[config.mk]
export PLATFORM = sky130hd
export DESIGN_NAME = uart_rx_flat
export DESIGN_NICKNAME = d
export VERILOG_FILES = /design/src/rtl/uart_rx_if.sv /design/src/rtl/uart_rx.sv /design/src/flat_wrapper.sv
export SDC_FILE = /design/constraint.sdc
export NUM_CORES = 1
export LEC_CHECK = 0
export CAP_MARGIN = 30
export CORE_ASPECT_RATIO = 1.75
export CORE_MARGIN = 1.5
export CORE_UTILIZATION = 61
export DETAILED_ROUTE_END_ITERATION = 12
export DONT_BUFFER_PORTS = 1
export GPL_ROUTABILITY_DRIVEN = 0
export GPL_TIMING_DRIVEN = 1
export PLACE_DENSITY = 0.77
export SETUP_SLACK_MARGIN = 0.2
export SLEW_MARGIN = 20
export SYNTH_ARGS = -nofsm -noshare
export SYNTH_HDL_FRONTEND = slang
export SYNTH_SLANG_ARGS = --single-unit
[constraint.sdc]
create_clock -name clk2x -period 2.1 [get_ports clk2x]
set_input_delay 0.42 -clock clk2x [delete_from_list [all_inputs] [get_ports clk2x]]
set_output_delay 0.42 -clock clk2x [all_outputs]
set_load 0.02 [all_outputs]
[src/rtl/uart_rx_if.sv]
// uart_rx_if -- groups the serial input, controls and receive results of
// uart_rx into one bundle.
//   RxD        serial line, idle high
//   en         receiver enable
//   mode       stop bits checked: 0 = one, 1 = two
//   Dout[7:0]  last received data byte
//   valid      one-cycle pulse, good frame received
//   frame_err  one-cycle pulse, stop bit read as 0
//   busy       receiver not idle
// slave  : receiver side (uart_rx)
// master : line driver / consumer side
interface uart_rx_if;
    logic       RxD;
    logic       en;
    logic       mode;
    logic [7:0] Dout;
    logic       valid;
    logic       frame_err;
    logic       busy;

    modport slave (
        input  RxD, en, mode,
        output Dout, valid, frame_err, busy
    );

    modport master (
        output RxD, en, mode,
        input  Dout, valid, frame_err, busy
    );
endinterface

[src/rtl/uart_rx.sv]
// uart_rx -- oversampling asynchronous serial receiver, 8 data bits, no
// parity, one or two stop bits.
// Ports:
//   clk2x  sole clock, OVERSAMPLE cycles per serial bit
//   rst    asynchronous active-high reset
//   bus    uart_rx_if.slave: RxD/en/mode in, Dout/valid/frame_err/busy out
// Parameters:
//   OVERSAMPLE  clk2x cycles per bit (even, 8..64)
//   MSB_FIRST   0: first data bit lands in Dout[0]; 1: in Dout[7]
module uart_rx #(
    parameter int OVERSAMPLE = 16,
    parameter bit MSB_FIRST  = 1'b0
) (
    input  logic      clk2x,
    input  logic      rst,
    uart_rx_if.slave  bus
);

    localparam int CW = $clog2(OVERSAMPLE);
    localparam logic [CW-1:0] C_HALF = CW'(OVERSAMPLE / 2 - 1);
    localparam logic [CW-1:0] C_LAST = CW'(OVERSAMPLE - 1);

    typedef enum logic [2:0] {
        S_IDLE,
        S_START,
        S_DATA,
        S_STOP,
        S_BREAK
    } state_t;

    state_t        r_state, w_state_n;
    logic          r_sync1, r_sync2, r_rxs_d;
    logic [CW-1:0] r_cnt, w_cnt_n;
    logic [3:0]    r_idx, w_idx_n;
    logic [7:0]    r_shift, w_shift_n;
    logic [7:0]    r_dout, w_dout_n;
    logic          r_mode, w_mode_n;
    logic          r_valid, w_valid_n;
    logic          r_ferr, w_ferr_n;

    logic          w_rxs;
    logic          w_fall;
    logic          w_mid;
    logic [CW-1:0] w_cnt_inc;
    logic [7:0]    w_shift_in;

    assign w_rxs     = r_sync2;
    // r_rxs_d tracks rxs in every state, so a start edge landing on the
    // first IDLE cycle after a frame is still seen.
    assign w_fall    = r_rxs_d & ~w_rxs;
    assign w_mid     = (r_cnt == C_LAST);
    assign w_cnt_inc = w_mid ? '0 : r_cnt + CW'(1);
    assign w_shift_in = MSB_FIRST ? {r_shift[6:0], w_rxs}
                                  : {w_rxs, r_shift[7:1]};

    // Synchronizer and edge-detect history, reset to the idle line level.
    always_ff @(posedge clk2x or posedge rst) begin
        if (rst) begin
            r_sync1 <= 1'b1;
            r_sync2 <= 1'b1;
            r_rxs_d <= 1'b1;
        end else begin
            r_sync1 <= bus.RxD;
            r_sync2 <= r_sync1;
            r_rxs_d <= r_sync2;
        end
    end

    always_ff @(posedge clk2x or posedge rst) begin
        if (rst) begin
            r_state <= S_IDLE;
            r_cnt   <= '0;
            r_idx   <= '0;
            r_shift <= '0;
            r_dout  <= '0;
            r_mode  <= 1'b0;
            r_valid <= 1'b0;
            r_ferr  <= 1'b0;
        end else begin
            r_state <= w_state_n;
            r_cnt   <= w_cnt_n;
            r_idx   <= w_idx_n;
            r_shift <= w_shift_n;
            r_dout  <= w_dout_n;
            r_mode  <= w_mode_n;
            r_valid <= w_valid_n;
            r_ferr  <= w_ferr_n;
        end
    end

    always_comb begin
        w_state_n = r_state;
        w_cnt_n   = r_cnt;
        w_idx_n   = r_idx;
        w_shift_n = r_shift;
        w_dout_n  = r_dout;
        w_mode_n  = r_mode;
        w_valid_n = 1'b0;
        w_ferr_n  = 1'b0;

        case (r_state)
            S_IDLE: begin
                w_cnt_n = '0;
                w_idx_n = '0;
                if (bus.en && w_fall) begin
                    w_state_n = S_START;
                    w_mode_n  = bus.mode;
                end
            end

            S_START: begin
                if (r_cnt == C_HALF) begin
                    w_cnt_n = '0;
                    w_idx_n = '0;
                    // Line back high at mid start bit: glitch, drop it.
                    w_state_n = w_rxs ? S_IDLE : S_DATA;
                end else begin
                    w_cnt_n = r_cnt + CW'(1);
                end
            end

            S_DATA: begin
                w_cnt_n = w_cnt_inc;
                if (w_mid) begin
                    w_shift_n = w_shift_in;
                    w_idx_n   = r_idx + 4'd1;
                    if (r_idx == 4'd7) begin
                        w_state_n = S_STOP;
                    end
                end
            end

            S_STOP: begin
                // Index enters at 8; in two-stop mode it drops to 0 after
                // the first good stop sample to mark the second one.
                w_cnt_n = w_cnt_inc;
                if (w_mid) begin
                    if (!w_rxs) begin
                        w_dout_n  = r_shift;
                        w_ferr_n  = 1'b1;
                        w_state_n = S_BREAK;
                    end else if (r_mode && r_idx == 4'd8) begin
                        w_idx_n = '0;
                    end else begin
                        w_dout_n  = r_shift;
                        w_valid_n = 1'b1;
                        w_state_n = S_IDLE;
                    end
                end
            end

            S_BREAK: begin
                w_cnt_n = '0;
                w_idx_n = '0;
                if (w_rxs) begin
                    w_state_n = S_IDLE;
                end
            end

            default: begin
                w_state_n = S_IDLE;
            end
        endcase
    end

    assign bus.Dout      = r_dout;
    assign bus.valid     = r_valid;
    assign bus.frame_err = r_ferr;
    assign bus.busy      = (r_state != S_IDLE);

endmodule

[src/flat_wrapper.sv]
// flat-port wrapper written by rule: the top's interface ports become plain ports
module uart_rx_flat 
#(
    parameter int OVERSAMPLE = 16,
    parameter bit MSB_FIRST  = 1'b0
)
  (clk2x, rst, bus_RxD, bus_en, bus_mode, bus_Dout, bus_valid, bus_frame_err, bus_busy);
  uart_rx_if bus_i ();
  input  logic clk2x;
  input  logic rst;
  input wire logic [$bits(bus_i.RxD)-1:0] bus_RxD;
  input wire logic [$bits(bus_i.en)-1:0] bus_en;
  input wire logic [$bits(bus_i.mode)-1:0] bus_mode;
  output wire logic [$bits(bus_i.Dout)-1:0] bus_Dout;
  output wire logic [$bits(bus_i.valid)-1:0] bus_valid;
  output wire logic [$bits(bus_i.frame_err)-1:0] bus_frame_err;
  output wire logic [$bits(bus_i.busy)-1:0] bus_busy;
  assign bus_i.RxD = bus_RxD;
  assign bus_i.en = bus_en;
  assign bus_i.mode = bus_mode;
  assign bus_Dout = bus_i.Dout;
  assign bus_valid = bus_i.valid;
  assign bus_frame_err = bus_i.frame_err;
  assign bus_busy = bus_i.busy;
  uart_rx #(.OVERSAMPLE(OVERSAMPLE), .MSB_FIRST(MSB_FIRST)) u_core (.clk2x(clk2x), .rst(rst), .bus(bus_i));
endmodule
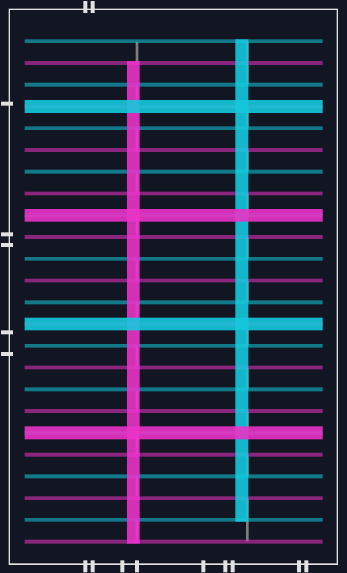
Fig. 1. Supply network (run 1).
Drawn at 8 px/um. Pins as bars on the die edge. Tap cells in grey.
Cyan marks VDD. Magenta marks VSS.
24 met1 rails follow the rows. 25 tap cells. 2 straps on met4. 16 signal pins sit on the boundary. 4 straps on met5.
core box area: 2330 um2
Peak VDD IR: 0.000692 V

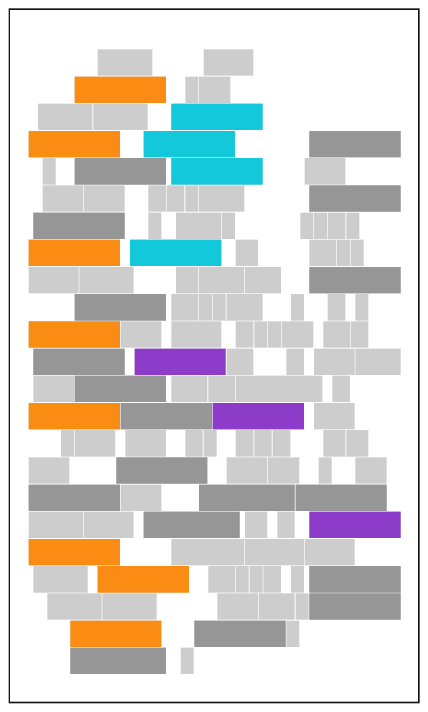
Fig. 2. Sequential cells coloured by netlist name (run 1).
Drawn at 10 px/um. Other sequential cells in the stronger grey, the rest of the logic in the fainter grey.
Purple marks `u_core.r_state`, sequential cells 3. Cyan marks `u_core.r_idx`, sequential cells 4, where top middle. Orange marks `u_core.bus.Dout`, sequential cells 8.

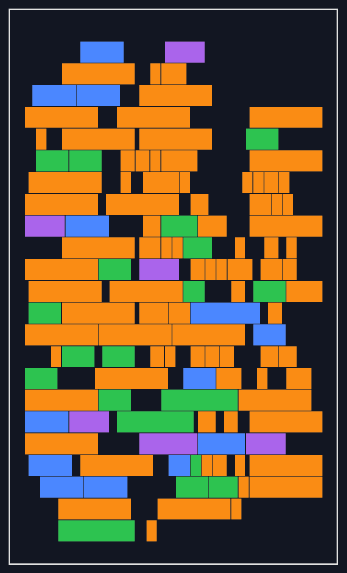
Fig. 3. Drive-strength map (run 1).
Drawn at 8 px/um.
Blue marks drive 3 to 4, cells 13, share 10%. Green marks drive 2, cells 19, share 15%. Orange marks drive 1 or less, cells 86, share 69%. Purple marks drive 6 and up, cells 6, share 4.8%.

==> changes_impl.md, run 1 <==
## Implementation

- Status: complete, no violations
- Worst setup margin: 0.351 ns
- Reg area: 830 um2
- Reg2Reg Capture Point: u_core.bus.Dout[1]
- Fin. max-slew vios: 0
- XOR Share, Synth: around 1.1%
- Reg power frac: around 52%
- Share of cells above drive strength 1: 30.6%
- Post-cts gate resize count: 0
- Synth cell types: around 40
- ANT cells: 0
- Met1 GRT Util: 24.6%
- Setup tns final: 0 ns
- Stages on worst setup path: 5
- Clock Sinks: 33
- Worst setup EP type: flop
- Critical-path cell list: ha_1 > and3_4 > nand4b_4 > nor2_8 > mux2_4
- Post-synth top cells: dfrtp_1 (30), mux2_2 (10), nand2_1 (9)
- GR peak layer: met2
- Maximum net fanout on the critical path: 8
- Post-CTS Hold Fix Bufs: 0
- Postcts setup bufs: 0
- TritonCTS clock tree: yes
- Mux area share: between 10% and 20%
- AND/OR/NAND/NOR Cells, Area Fraction: 15.8%
- Final HPWL DP: ~1.9 mm
- Startpoint types: flop
- Setup violators final: 0
- Logic area: 651 um2
- FILL cells: 164
- Delay-heaviest family, CP: simple AND/OR/NAND/NOR gates
- Power share of the clock group: 27.8%
- Avg Cell Area, Syn: 12.9 um2
- Placed Cells: between 100 and 150
- Fp util: between 60% and 70%
- Post-synth EDFFs: 0
- Worst-case hold slack: 0.0213 ns
- Top cells by area: dfrtp_1 (49%), mux2_4 (7.9%), mux2_2 (7.4%), dfstp_2 (5.2%), ha_1 (2.5%)
- Worst-Margin Slew: roughly 0.46 ns
- Final hold violations: 0
- Via Count: 909
- Clk root buf: clkbuf_8
- FF-to-FF setup slack: 0.35 ns
- Fmax: 0.572 GHz
- Global-route wire length before repair: about 4.3 mm
- P_int: 1.10 mW
- Critical path endpoint: u_core.bus.Dout[1]
- Core Rows: 23
- Slew margin rel.: approximately 69%
- Yosys Chip Area: about 1500 um2
- Main power group: sequential cells
- Ports: 16
- Met1 WL: 923 um
- Synthesis warning total: 0
- Die area: 2820 um2
- Post-route ant nets: 0
- Final Core Density: a little over two thirds
- Tcrit/Tclk final: 83.3%
- Critical path origin: u_core.r_cnt[0]
- CP arrival: 1.92 ns
- Comb pwr: about 0.32 mW
- RR Startpoint: u_core.r_cnt[0]
- Drc violations: 0
- Vias in the first global route: 961
- Top logic family: simple AND/OR/NAND/NOR gates
- Reg2Reg Depth: 5
- Seq power: 0.829 mW
- Pre-Repair DR Iteration Count: 4
- Sw Ratio: 30.6%
- Combinational power share: about a fifth
- Top Metal Used: met4
- Post-synthesis net count: 126
- Num CTS Buffers: 5
- Late-Pin Clk Latency: roughly 0.28 ns
- Initial antenna violation count: 0
- WL final: 2.53 mm
- Largest net degree at the start of global routing: 23
## run 1: cell type report
| type | count | share of cell area (%) |
|---|---|---|
| Multi-Input combinational cell | 76 | 40.1 |
| Sequential cell | 33 | 51.2 |
| Timing Repair Buffer | 1 | 0.463 |
| Inverter | 6 | 1.39 |
| Clock buffer | 8 | 4.94 |
| Tap cell | 25 | 1.93 |
## run 1: placed cells by master (no fill, tap or decap), types with 2 or more instances in the layout
cell / instances
ha_1: 3
mux2_2: 10
nand2_1: 9
o21ai_0: 5
a21oi_1: 6
dfrtp_1: 30
clkbuf_1: 3
xnor2_1: 2
dfstp_2: 3
nand3_1: 2
nor2_1: 7
mux2_4: 8
inv_1: 5
clkbuf_8: 5
Fig. 4: run 1, metal layers overlaid
Drawn at 10 px/um.
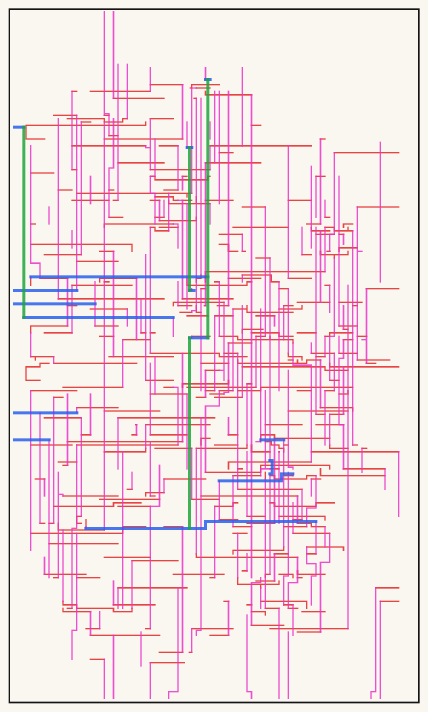

==> run 2, diff against run 1 <==
- CORE_UTILIZATION: 61 -> 55
- PLACE_DENSITY: 0.77 -> 0.73
- clock period: 2.1 -> 1.5 ns (I/O delays scaled with it)
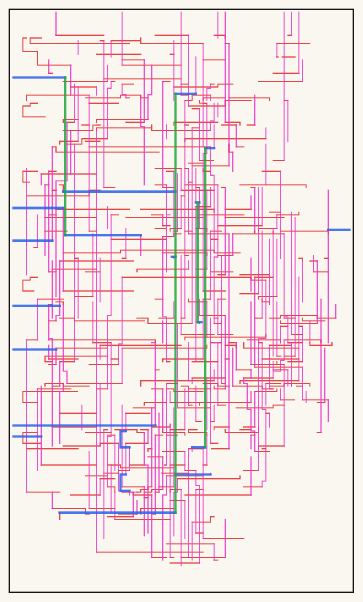
Fig. 5. Metal layers overlaid (run 2).
Drawn at 8 px/um.
Red marks met1, wire length 1120 um. Magenta marks met2, wire length 1660 um. Blue marks met3, wire length 108 um. Green marks met4, wire length 124 um.
Global Route Usage Sum: 22.7%
WL final: 3.02 mm
Via Count: 1030

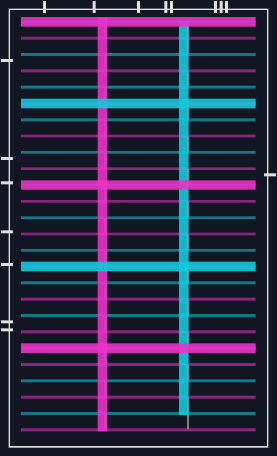
Fig. 6. Supply network (run 2).
Drawn at 6 px/um. Pins as bars on the die edge. Tap cells in grey.
Magenta marks VSS. Cyan marks VDD.
The core has 25 rows. 5 straps on met5. 27 tap cells. 2 straps on met4.
die x size: 42.8 um
core box area: 2660 um2

==> run 2 against run 1 <==
  * The flow now finishes with violations (negative setup slack)
  * Critical endpoint is now bus_busy
  * Routed wire length rose by 19%
  * Synthesized area did not move
  * Clock power grew 46%
  * Global-route usage about the same
  * Setup slack worse by 0.40 ns
  * Hold slack better by 0.14 ns
  * Sequential power up 31%
  * Largest cell class unchanged
  * Via count up 13%
  * Combinational power went up to 2.8 times the previous value
  * Register-to-register slack worse by 0.39 ns
  * Total power is 65% higher
==> changes_impl.md, run 2 <==
## Implementation

- Slew margin rel.: between 70 and 80%
- Core Rows: 25
- Die area: 3110 um2
- Most instantiated logic cell after routing: dfrtp_1
- Worst setup margin: -0.0491 ns
- Reg power frac: 41.5%
- Global-route wire length before repair: between 5 and 6 mm
- Maximum net fanout on the critical path: 2
- Sw Ratio: about a third
- Num CTS Buffers: 5
- Placed Cells: 160
- Status: finished with violations
- Mux area share: 15.2%
- FILL cells: approximately 180
- Failing checks: negative setup slack
- Comb pwr: 0.894 mW
- Delay-heaviest family, CP: flip-flops
- XOR Share, Synth: 1.15%
- Logic area: 712 um2
- Tcrit/Tclk final: 103%
- Final HPWL DP: 2.13 mm
- Non-clk buf share: 11.5%
- Worst-case hold slack: roughly 0.16 ns
- CP arrival: 1.25 ns
- Reg area: 831 um2
- Combinational power share: 34.0%
- Critical-path cell list: or3_4 > buf_6
- GR peak layer: met2
- Stages on worst setup path: 2
- Setup violators final: 9
- Seq cells: 33
- Top cell category: sequential cells
- Post-synth EDFFs: 0
- Inverter count: 6
- Non-CTS buffers: 27
- Post-route ant nets: 0
- P_int: 1.80 mW
- Largest net degree at the start of global routing: 34
- Comb/total area: 37.5%
- Seq power: between 1 and 1.5 mW
- Final hold violations: 0
- Fin. max-slew vios: 0
- TritonCTS clock tree: yes
- Late-Pin Clk Latency: just under 0.3 ns
- Peak VDD IR: between 0.001 and 0.0015 V
## run 2: netlist changes by cell type in the layout (fill, tap and decap cells not counted), sizes merged
cell         delta
clkinv          +2
clkbuf          -2
buf            +24
dlygate4sd3     +2
## run 2: worst max path at each step
stage | slack (ns) | end
3_3_place_gp | -0.07 | u_core.bus.Dout[6]
5_1_grt | -0.11 | u_core.bus.Dout[6]
6_report | -0.05 | bus_busy
3_5_place_dp | -0.1 | u_core.bus.Dout[2]
2_1_floorplan | -0.04 | u_core.bus.Dout[0]
4_1_cts | -0.08 | u_core.bus.Dout[6]
## run 2: timing repair
item	4_1_cts	5_1_grt
pin swaps	5	6
endpoints found under the hold margin	27	0
buffers inserted	4	3
endpoints found under the setup margin	24	29
hold buffers	2	0
gates resized	3	8
Power is estimated from default activity; no workload was simulated.
